==> config.mk <==
export PLATFORM = sky130hd
export DESIGN_NAME = fifo_burst_reader
export DESIGN_NICKNAME = d
export VERILOG_FILES = /design/src/rtl/fifo_burst_reader.sv
export SDC_FILE = /design/constraint.sdc
export NUM_CORES = 1
export LEC_CHECK = 0
export ABC_AREA = 1
export CAP_MARGIN = 20
export CORE_ASPECT_RATIO = 1.2
export CORE_UTILIZATION = 45
export DETAILED_ROUTE_END_ITERATION = 6
export PLACE_DENSITY = 0.67
export SYNTH_ARGS = -nofsm -noshare
export SYNTH_HDL_FRONTEND = slang
export SYNTH_SLANG_ARGS = --single-unit
==> constraint.sdc <==
create_clock -name clk -period 4.2 [get_ports clk]
set_input_delay 0.84 -clock clk [delete_from_list [all_inputs] [get_ports clk]]
set_output_delay 0.84 -clock clk [all_outputs]
set_load 0.1 [all_outputs]
Run 1, placement by cell class:
Bar = 20 µm.
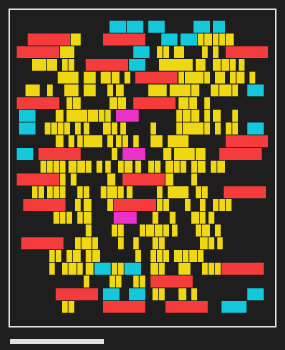
- red: sequential cells (cells 22; share of their area 30%)
- yellow: combinational and other logic (cells 214; share of their area 56%)
- magenta: clock drivers (cells 3; share of their area 2.3%)
- cyan: remaining buffers and delay cells (cells 20; share of their area 11%)
share of cell area taken by flip-flops and latches: 0.295
post-route core utilization: 0.554
design area: 1860 µm²
Core Footprint: 3370 µm²
num rows: 23

Run 1, drive-strength map:
Bar = 20 µm.
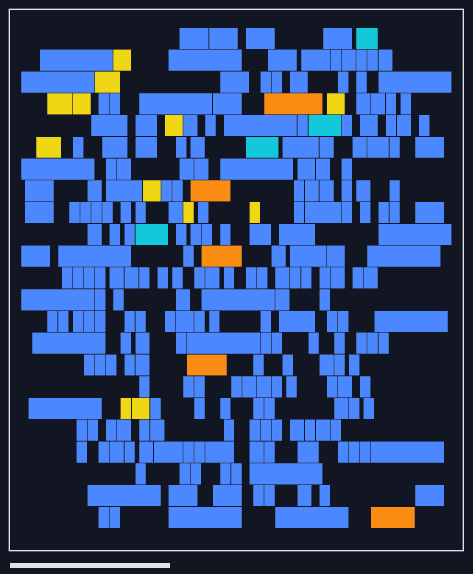
- orange: _6 and larger (cells 5; share 1.9%)
- yellow: _2 cells (cells 12; share 4.6%)
- blue: _0 and _1 cells (cells 238; share 92%)
- cyan: _3 and _4 cells (cells 4; share 1.5%)
bufs w/o clock: 20
post-synthesis to final-layout area growth: 16.0%
min setup slack post-route: 1.22 ns

Run 1, routed clock nets over the placement:
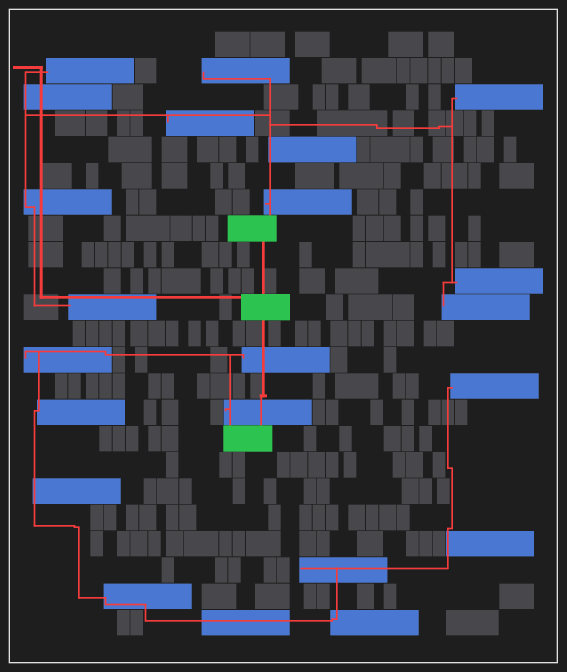
- blue: flip-flops (count 22)
- green: clock drivers (count 3)
- red: clock wires (length 343 µm)
- flops lie: widely spread
- routed clock nets: 4
Clk pwr share: 0.128
final worst clock skew: 0.00370 ns
insertion delay to the later sink of the worst-skew pair: 0.26 ns
power consumed by the clock network: 0.136 mW

==> impl_metrics.yaml, run 1 <==
# physical design summary
outcome:
  result_of_the_run: "finished clean"
global_route:
  grt_pass1_vias: 1373
  grtUsageTotal: 0.207
  initial_antenna_violation_count: 0
  grt_start_max_net_pins: 23
logic_synthesis:
  topCombFamilyByArea: "simple AND/OR/NAND/NOR gates"
  post_synth_instance_area_um2: 1610
  ys_ff: 22
  post_synth_xor_area_fraction: 0.00545
  synth.most_common_cell: "sky130_fd_sc_hd__nand2_1"
  synthTopCellsByCount: "sky130_fd_sc_hd__nand2_1, sky130_fd_sc_hd__inv_1, sky130_fd_sc_hd__dfrtp_1, sky130_fd_sc_hd__nor2_1, sky130_fd_sc_hd__nand3_1"
  netlist_top_cells_area: "sky130_fd_sc_hd__dfrtp_1, sky130_fd_sc_hd__nand2_1, sky130_fd_sc_hd__inv_1, sky130_fd_sc_hd__nand3_1, sky130_fd_sc_hd__ha_1"
  enable_flop_cells: 0
  post-synth-top-area-cell: "sky130_fd_sc_hd__dfrtp_1"
  async_reset_ff_frac: 1.00
  mux_area_frac: 0
  synth-warning-count: 0
  yosys.stat.seqShare: 0.342
  yosys-stat-area_um2: 1610
  ys.flop_type: "sky130_fd_sc_hd__dfrtp_1"
  adder_area_share: 0.0545
  ys_cells: 239
setup_path:
  critical_path.slowest_cell: "sky130_fd_sc_hd__clkdlybuf4s50_1"
  worstPathRequired_ns: 3.36
  cp_max_fo: 3
  path_cells: "inv_1, ha_1, inv_1, clkdlybuf4s50_1"
  critPathCaptureType: "output pin"
  timing_worst_setup_path_type: "flop to output pin"
  timing.critical_path.mode_cell: "sky130_fd_sc_hd__inv_1"
detailed_routing:
  drt-pass1-iter-count: 4
  drcViolationCount: 0
  route.final.wire_length_mm: 3.72
  drt_iter0_markers: 38
  antenna_violating_nets_post_route: 0
  drt-wirelength-per-cell_um: 12.6
  dr_total_vias: 1516
final_timing:
  post-route-period-util: 0.710
  maxClockFrequency_mhz: 336
  timing.max_slew.rel_slack: 0.353
  final-max-slew-violation-count: 0
  min_period_ns: 2.98
  actual_transition_at_the_worst_max_transition_pin_ns: 0.967
  fin_tns_setup_ns: 0
  hold_ws_ns: 0.482
  rsz0062_at_grt: "false"
place:
  detailed_place.area_um2: 1810
  port_buffers: 19
  place.detailed.instances: 292
  dp.final_hpwl_mm: 2.80
clocking:
  num_cts_buffers: 3
  post-cts-setup-buffers: 0
  clockBufferDepth: 2
  numClockSinks: 22
  post_cts_hold_buffer_count: 0
  cts_resized: 0
floorplan:
  core_util_floorplan: 0.478
  full_die_area_um2: 3820
  die_height_um: 67.5
  io_pins: 20
power_and_ir_drop:
  vdd_drop_max_uv: 461
  p_sw_mw: 0.528
  power_per_cell_area_nw_per_um2: 569
  comb_pwr_mw: 0.582
  share_seq_of_total_power: 0.324
  post-layout-total-power_mw: 1.06
  netSwitchingFraction: 0.497
  power.leakage_nw: 0.986
layout:
  finalNonFillerCells: 296
  layout-drive-gt1-share: 0.0811
  layout.nets: 283
  most-common-layout-cells: "sky130_fd_sc_hd__nand2_1, sky130_fd_sc_hd__inv_1, sky130_fd_sc_hd__nor2_1, sky130_fd_sc_hd__dfrtp_1, sky130_fd_sc_hd__nand3_1"
flow_run:
  warnings: 30
==> run 1: routing by layer <==
layer | vias up | track usage | wire length (µm)
met4 | 0 | 0.0549 | 41
met3 | 5 | 0.0230 | 85
met2 | 23 | 0.371 | 1870
met1 | 694 | 0.264 | 1720
li1 | 794 | - | -
met5 | - | 0 | 0
==> run 1: cell type report <==
type | instances | area [µm²]
fill | 341 | 1500
multi-input combinational | 182 | 903
sequential | 22 | 551
timing repair buffer | 20 | 203
inverter | 32 | 120
tap | 37 | 46.3
clock buffer | 3 | 41.3
==> run 1: critical path, delay by kind of cell (launching register included) <==
| kind | cells | cell delay [ns] |
|---|---|---|
| buf+inv | 3 | 1.27 |
| flops | 1 | 0.38 |
| fa+ha+maj | 1 | 0.23 |
Run 1, pin placement:
Pins as bars across the die edge, other pins in grey.
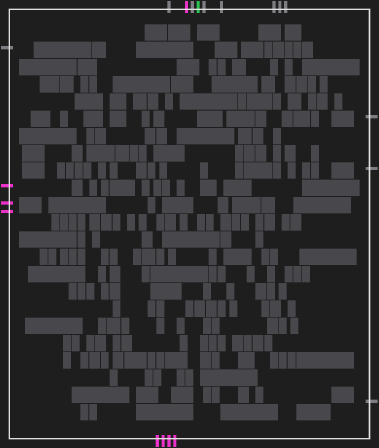

## Run 2: what changed since run 1
==> constraint.sdc (replaced) <==
create_clock -name clk -period 2.8 [get_ports clk]
set_input_delay 0.56 -clock clk [delete_from_list [all_inputs] [get_ports clk]]
set_output_delay 0.56 -clock clk [all_outputs]
set_load 0.1 [all_outputs]
Run 2, pin placement:
Pins as bars across the die edge, other pins in grey.
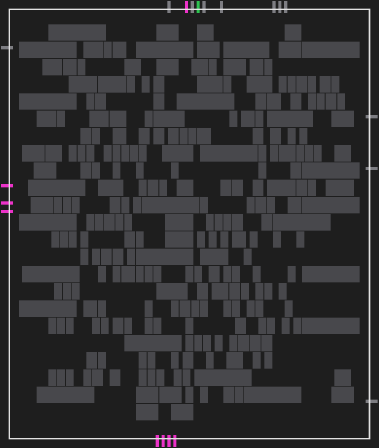
- green: abort (pins 1; direction input; edge top)
- magenta: burst_len (pins 8; direction input; edge 4 bottom, 3 left, 1 top)
- all pins by edge: 9 top, 4 left, 4 bottom, 3 right
die extent in y: 67.5 µm
I/O Buffers: 19
width of the die: 56.6 µm

Run 2, routed clock nets over the placement:
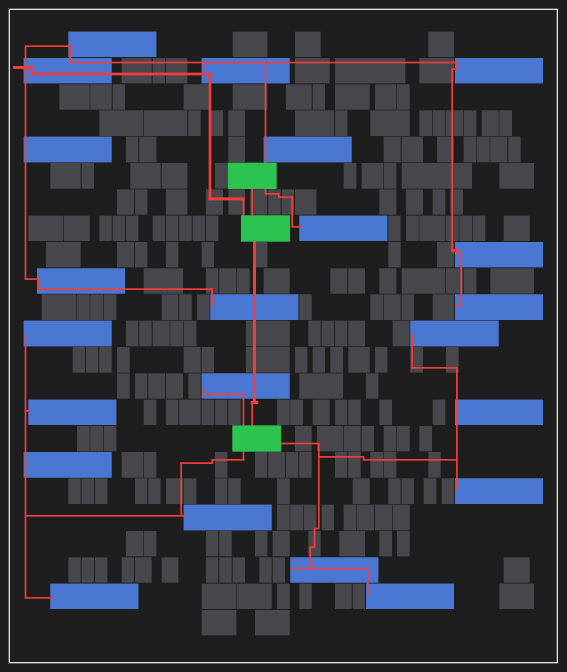
- blue: flip-flops (count 22)
- green: clock drivers (count 3)
- red: clock wires (length 354 µm)
- routed clock nets: 4
insertion delay to the later sink of the worst-skew pair: 0.27 ns
final worst clock skew: 0.00579 ns
power consumed by the clock network: 0.208 mW

==> run 2 against run 1 <==
Setup slack worse by 0.71 ns. Via count shrank 1.4%. Sequential power is 51% higher.
==> impl_metrics.yaml, run 2 <==
# physical design summary
layout:
  area.growth.synth_to_final_pct: 16.6
  layout.nets: 285
  finish.instance_area_um2: 1870
  fillCellCount: 337
  most-common-layout-cells: "sky130_fd_sc_hd__nand2_1, sky130_fd_sc_hd__inv_1, sky130_fd_sc_hd__nor2_1, sky130_fd_sc_hd__dfrtp_1, sky130_fd_sc_hd__nand3_1"
  layout-drive-gt1-share: 0.103
  finalNonFillerCells: 298
place:
  dp.final_hpwl_mm: 2.87
  place.detailed.instances: 295
final_timing:
  post-route-period-util: 0.819
  actual_transition_at_the_worst_max_transition_pin_ns: 0.305
  maxClockFrequency_mhz: 436
  rsz0062_at_grt: "false"
  min_period_ns: 2.29
  timing.max_slew.rel_slack: 0.797
  final-max-slew-violation-count: 0
setup_path:
  cp_max_fo: 4
  critical_path.top_delay_family: "buffers and inverters"
  cp.depth: 6
  critical_path.slowest_cell: "sky130_fd_sc_hd__clkdlybuf4s50_1"
  path_cells: "clkdlybuf4s50_1, or2_1, nor2_8, nand2_4, inv_1, buf_12"
  critPathCaptureType: "output pin"
  worstPathRequired_ns: 2.24
  timing_worst_setup_path_type: "input port to output pin"
detailed_routing:
  dr_total_vias: 1495
  drt_iter0_markers: 78
  met3_length_um: 122
  drcViolationCount: 0
  topRoutingLayerUsed: "met4"
  drt-pass1-iter-count: 5
  route.final.wire_length_mm: 3.76
  metal1_wirelength_mm: 1.67
global_route:
  initial_antenna_violation_count: 0
  grt-busiest-layer: "met2"
  grt.met3_usage: 0.0307
  globalRouteMet1Util: 0.254
  grt_start_max_net_pins: 23
  grt_pass1_vias: 1369
  groute.layer.met2.usage: 0.376
  grtUsageTotal: 0.208
logic_synthesis:
  ys_ff: 22
  post-synth-top-area-cell: "sky130_fd_sc_hd__dfrtp_1"
  post_synth_xor_area_fraction: 0.00545
  synthTopCellsByCount: "sky130_fd_sc_hd__nand2_1, sky130_fd_sc_hd__inv_1, sky130_fd_sc_hd__dfrtp_1, sky130_fd_sc_hd__nor2_1, sky130_fd_sc_hd__nand3_1"
  enable_flop_cells: 0
  ys.flop_type: "sky130_fd_sc_hd__dfrtp_1"
  netlist_top_cells_area: "sky130_fd_sc_hd__dfrtp_1, sky130_fd_sc_hd__nand2_1, sky130_fd_sc_hd__inv_1, sky130_fd_sc_hd__nand3_1, sky130_fd_sc_hd__ha_1"
  yosys.stat.seqShare: 0.342
  topCombFamilyByArea: "simple AND/OR/NAND/NOR gates"
power_and_ir_drop:
  p_sw_mw: 0.802
  pwr-share-clk: 0.130
  post-layout-total-power_mw: 1.60
  power.leakage_nw: 1.00
  power_per_cell_area_nw_per_um2: 856
  vdd_drop_max_uv: 693
flow_run:
  warnings: 30
clocking:
  post_cts_hold_buffer_count: 0
  cts_resized: 0
  post-cts-setup-buffers: 0
outcome:
  result_of_the_run: "finished clean"
floorplan:
  io_pins: 20
  core_util_floorplan: 0.478
  full_die_area_um2: 3820
  core_footprint_um2: 3370
Run 2, clock wiring as the flow saved it:
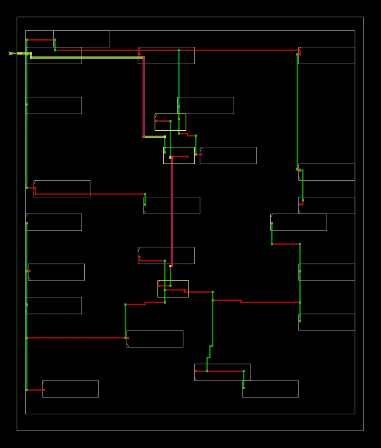
total clock sinks: 22
Num CTS Buffers: 3
number of clock buffers in the layout: 3
Seq Cell Count: 22

[run 2: netlist changes by cell type in the layout (fill, tap and decap cells not counted), sizes merged]
cell,change
buf,+6
clkdlybuf4s50,-4
[run 2: power groups by stage]
stage / Combinational [mW] / Clock, mW / Sequential [mW]
after global placement: 0.864 / 0 / 0.520
after detailed placement: 0.873 / 0 / 0.522
final: 0.878 / 0.208 / 0.518
after floorplan: 0.629 / 0 / 0.567
after global routing: 0.985 / 0.223 / 0.529
after CTS: 0.877 / 0.215 / 0.516
[run 2: layout make-up]
type | instances | area, µm² | share of cell area
Clock buffer | 3 | 41.3 | 0.0220
Inverter | 32 | 120 | 0.0641
Multi-Input combinational cell | 182 | 903 | 0.482
Sequential cell | 22 | 551 | 0.294
Tap cell | 37 | 46.3 | 0.0247
Timing Repair Buffer | 22 | 213 | 0.113
Power is estimated from default activity; no workload was simulated.
